File: config.mk
export PLATFORM = sky130hd
export DESIGN_NAME = max_pool_stream_scheduler
export DESIGN_NICKNAME = d
export VERILOG_FILES = /design/src/rtl/max_pool_stream_scheduler.sv
export SDC_FILE = /design/constraint.sdc
export NUM_CORES = 1
export LEC_CHECK = 0
export CAP_MARGIN = 20
export CORE_ASPECT_RATIO = 0.8
export CORE_MARGIN = 4
export CORE_UTILIZATION = 45
export DETAILED_ROUTE_END_ITERATION = 8
export HOLD_SLACK_MARGIN = 0.06
export PLACE_DENSITY = 0.73
export SLEW_MARGIN = 20
export SYNTH_ARGS = -nofsm -noshare
export SYNTH_HDL_FRONTEND = slang
export SYNTH_SLANG_ARGS = --single-unit
File: constraint.sdc
create_clock -name clk -period 3.3 [get_ports clk]
set_clock_uncertainty 0.05 [all_clocks]
set_input_delay 0.99 -clock clk [delete_from_list [all_inputs] [get_ports clk]]
set_output_delay 0.99 -clock clk [all_outputs]
set_load 0.02 [all_outputs]
File: src/rtl/max_pool_stream_scheduler.sv
// Run sequencer ahead of the max-pool collector: gates the pooling stream, tags the last group of
// each channel map and pulses done after every map's final packet has left the collector.
module max_pool_stream_scheduler #(
  parameter int  feature_n_per_clk  = 4,
  parameter int  feature_data_width = 8,
  parameter real simulation_delay   = 1
) (
  input  logic                                                clk,
  input  logic                                                rst_n,
  input  logic                                                start,
  input  logic [15:0]                                         cfg_grp_per_row,
  input  logic [15:0]                                         cfg_row_n,
  input  logic [15:0]                                         cfg_chn_n,
  output logic                                                busy,
  output logic                                                done,
  input  logic [(feature_n_per_clk+1)*feature_data_width-1:0]   s_axis_data,
  input  logic [(feature_n_per_clk+1)*feature_data_width/8-1:0] s_axis_keep,
  input  logic                                                s_axis_valid,
  output logic                                                s_axis_ready,
  output logic [(feature_n_per_clk+1)*feature_data_width-1:0]   m_axis_data,
  output logic [(feature_n_per_clk+1)*feature_data_width/8-1:0] m_axis_keep,
  output logic                                                m_axis_last,
  output logic                                                m_axis_valid,
  input  logic                                                m_axis_ready,
  input  logic                                                col_valid,
  input  logic                                                col_ready,
  input  logic                                                col_last
);

  localparam logic [1:0] ST_IDLE  = 2'd0;
  localparam logic [1:0] ST_PASS  = 2'd1;
  localparam logic [1:0] ST_DRAIN = 2'd2;
  localparam logic [1:0] ST_DONE  = 2'd3;

  logic [1:0]  state_q, state_d;
  logic [15:0] grp_max_q, grp_max_d;
  logic [15:0] row_max_q, row_max_d;
  logic [15:0] chn_max_q, chn_max_d;
  logic [15:0] grp_cnt_q, grp_cnt_d;
  logic [15:0] row_cnt_q, row_cnt_d;
  logic [15:0] chn_cnt_q, chn_cnt_d;
  logic [16:0] out_last_cnt_q, out_last_cnt_d;

  logic st_pass, st_drain;
  logic in_hs, col_hs;
  logic grp_at_max, row_at_max, chn_at_max;

  // The simulation delay has no meaning in the synthesized netlist.
  logic unused_sim_delay;
  assign unused_sim_delay = (simulation_delay > 0.0);

  assign st_pass    = (state_q == ST_PASS);
  assign st_drain   = (state_q == ST_DRAIN);
  assign grp_at_max = (grp_cnt_q == grp_max_q);
  assign row_at_max = (row_cnt_q == row_max_q);
  assign chn_at_max = (chn_cnt_q == chn_max_q);
  assign in_hs      = s_axis_valid & s_axis_ready;
  assign col_hs     = col_valid & col_ready & col_last;

  assign s_axis_ready = st_pass & m_axis_ready;
  assign m_axis_valid = st_pass & s_axis_valid;
  assign m_axis_last  = st_pass & grp_at_max & row_at_max;
  assign m_axis_data  = s_axis_data;
  assign m_axis_keep  = s_axis_keep;
  assign busy         = (state_q != ST_IDLE);
  assign done         = (state_q == ST_DONE);

  always_comb begin
    state_d        = state_q;
    grp_max_d      = grp_max_q;
    row_max_d      = row_max_q;
    chn_max_d      = chn_max_q;
    grp_cnt_d      = grp_cnt_q;
    row_cnt_d      = row_cnt_q;
    chn_cnt_d      = chn_cnt_q;
    out_last_cnt_d = out_last_cnt_q;

    if ((st_pass || st_drain) && col_hs) begin
      out_last_cnt_d = out_last_cnt_q + 17'd1;
    end

    case (state_q)
      ST_IDLE: begin
        if (start) begin
          grp_max_d      = cfg_grp_per_row;
          row_max_d      = cfg_row_n;
          chn_max_d      = cfg_chn_n;
          grp_cnt_d      = 16'd0;
          row_cnt_d      = 16'd0;
          chn_cnt_d      = 16'd0;
          out_last_cnt_d = 17'd0;
          state_d        = ST_PASS;
        end
      end
      ST_PASS: begin
        if (in_hs) begin
          // The final group of the final map ends the stream; counters freeze there.
          if (grp_at_max && row_at_max && chn_at_max) begin
            state_d = ST_DRAIN;
          end else if (!grp_at_max) begin
            grp_cnt_d = grp_cnt_q + 16'd1;
          end else begin
            grp_cnt_d = 16'd0;
            if (!row_at_max) begin
              row_cnt_d = row_cnt_q + 16'd1;
            end else begin
              row_cnt_d = 16'd0;
              chn_cnt_d = chn_cnt_q + 16'd1;
            end
          end
        end
      end
      ST_DRAIN: begin
        if (out_last_cnt_d == ({1'b0, chn_max_q} + 17'd1)) begin
          state_d = ST_DONE;
        end
      end
      ST_DONE: begin
        state_d = ST_IDLE;
      end
      default: begin
        state_d = ST_IDLE;
      end
    endcase
  end

  always_ff @(posedge clk or negedge rst_n) begin
    if (!rst_n) begin
      state_q        <= ST_IDLE;
      grp_max_q      <= 16'd0;
      row_max_q      <= 16'd0;
      chn_max_q      <= 16'd0;
      grp_cnt_q      <= 16'd0;
      row_cnt_q      <= 16'd0;
      chn_cnt_q      <= 16'd0;
      out_last_cnt_q <= 17'd0;
    end else begin
      state_q        <= state_d;
      grp_max_q      <= grp_max_d;
      row_max_q      <= row_max_d;
      chn_max_q      <= chn_max_d;
      grp_cnt_q      <= grp_cnt_d;
      row_cnt_q      <= row_cnt_d;
      chn_cnt_q      <= chn_cnt_d;
      out_last_cnt_q <= out_last_cnt_d;
    end
  end

endmodule

==> GITHUB_STEP_SUMMARY <==
### Flow metrics

| Metric | Value |
|---|---|
| Register name with the most flops | out_last_cnt_q |
| Count of placed standard cells including taps | 928 |
| Worst slew margin relative to its limit | 0.385 |
| Number of buffers added to fix hold violations after cts | 0 |
| PnR Total Power | 3.63 mW |
| N_taps | 184 |
| Combinational share of cell area | 0.418 |
| Achievable clock frequency | 0.307 GHz |
| H-tree levels | 4 |
| Layout Nets | 876 |
| Chip Area | 0.0171 sq mm |
| Slew Limit Fails | 0 |
| Top-Level Pins | 151 |
| Number of flip-flops in the largest register | 17 |
| Worst setup path category | in -> reg |
| Dominant kind of combinational cell | simple AND/OR/NAND/NOR gates |
| Maximum Capacitance Violations | 0 |
| Post-Synth AOI/OAI Area | 0.0996 |
| Top cell category | logic gates |
| Worst setup EP type | flip-flop |
| Insertion Delay late pin | 420 ps |
| Result of the run | complete, no violations |
| Cell chosen for the clock root | clkbuf_16 |
| Fill cell instance count of the final layout | 1208 |
| Antenna cell count | 0 |
| Global-route track usage on met3 | 0.0550 |
| Net load switching power | 0.787 mW |
| Yosys cell count | 706 |
| Sinks on Clock Net | 115 |
| Warning total across the stage logs | 29 |
| Initial core utilization | 0.467 |
| Net switching fraction of the power | 0.217 |
| Warning count from the yosys run | 0 |
| Total clock network power | 1.92 mW |
| Overall global routing resource usage | 0.197 |
| Fraction of layout instances using a drive strength above 1 | 0.189 |
| Buffer and inverter count on the worst path | 2 |
| Start point of the critical path | col_ready |
| Static Leakage | 3.97 nW |
| Nets in the synthesized netlist | 816 |
| Top area contributor share | 0.425 |
| Row count | 39 |
| Final setup fails | 0 |
| Final Hold Viols | 0 |
| Count leader, synth | dfrtp_1 |
| M1 WL | 7820 um |
| Post-CTS sizing | 12 |
| Shortest period the worst path allows | 3260 ps |
| Critical register-to-register path startpoint | state_q[1] |
| Via count of the first global-routing pass | 5485 |
| Clock network area share | 0.0757 |
| Most common cell on crit path | o211a_1 |
| CP max stage delay | 510 ps |
| Count of input and output buffers | 60 |
| Clk buf depth | 2 |
| Final std cells w/o fill | 963 |
| Fraction of power consumed by the clock network | 0.529 |
| Ratio of routed vias to standard cells | 5.68 |
| Mux area share | 0.0811 |
| Sequential cell count | 115 |
| Post-route DRC | 0 |
| CP Capture Point | state_q[0] |
| Share of the yosys chip area belonging to registers | 0.425 |
| Area share of fa/ha/maj cells after synthesis | 0.0166 |
| Simple logic cell fraction of the synthesized area | 0.181 |
| Met3 WL post-DR | 1040 um |
Figure 1. Sequential cells colored by netlist name.
Drawn at 3 px/um. Other sequential cells in the stronger gray, the rest of the logic in the fainter gray.
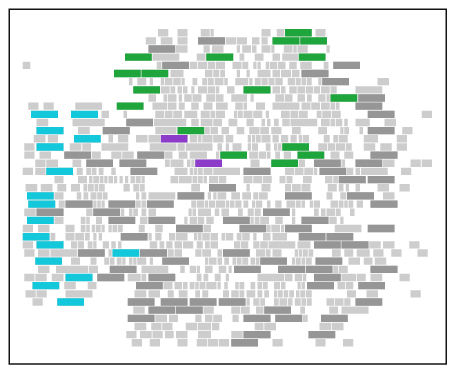
| color | netlist name | placed flops |
|---|---|---|
| purple | `state_q` | 2 |
| green | `out_last_cnt_q` | 17 |
| cyan | `grp_max_q` | 16 |
not colored: 80
fraction of the core area covered by cells at the end of the flow: 0.568
Seq/total area: 0.350
sequential cell power: 1.48 mW

Figure 2. Routing congestion map.
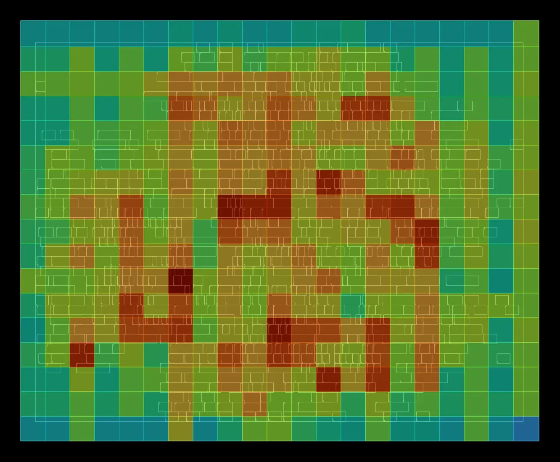
busiest metal layer after global routing: met2
met1 usage: 0.274
global routing met2 resource utilization: 0.295

Figure 3. The metal 1 layer.
Drawn at 2 px/um.
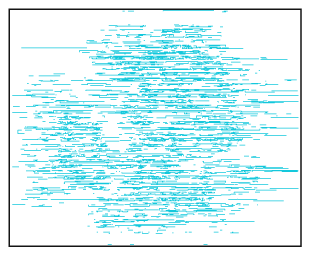
longest straight run: 39.1 um
share of all routed wire: 48%
nets with wire on the layer: 790
wire length on this layer: 7820 um
vias: 5471
Routed WL: 16400 um

Figure 4. Close-up of the layout.
Window x 96 to 121, y 76 to 101 um. Cells in gray, sequential cells in the stronger gray; small squares are vias.
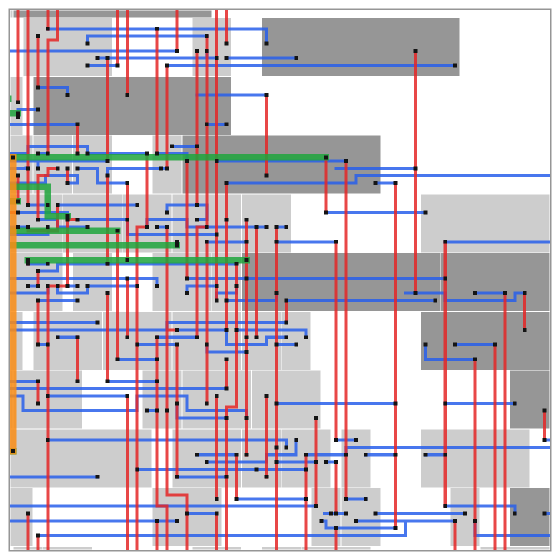
| color | layer |
|---|---|
| orange | M4 |
| blue | M1 |
| red | M2 |
| green | M3 |
most frequent: xnor2_1 (6), dfrtp_1 (6), nor3_1 (4)
cells with their middle in the window: 41
sequential cells in the window: 6
netlist names of flops here include: `chn_max_q` (5), `out_last_cnt_q` (1)

No activity file was given, so power comes from the tool's default toggle rates.
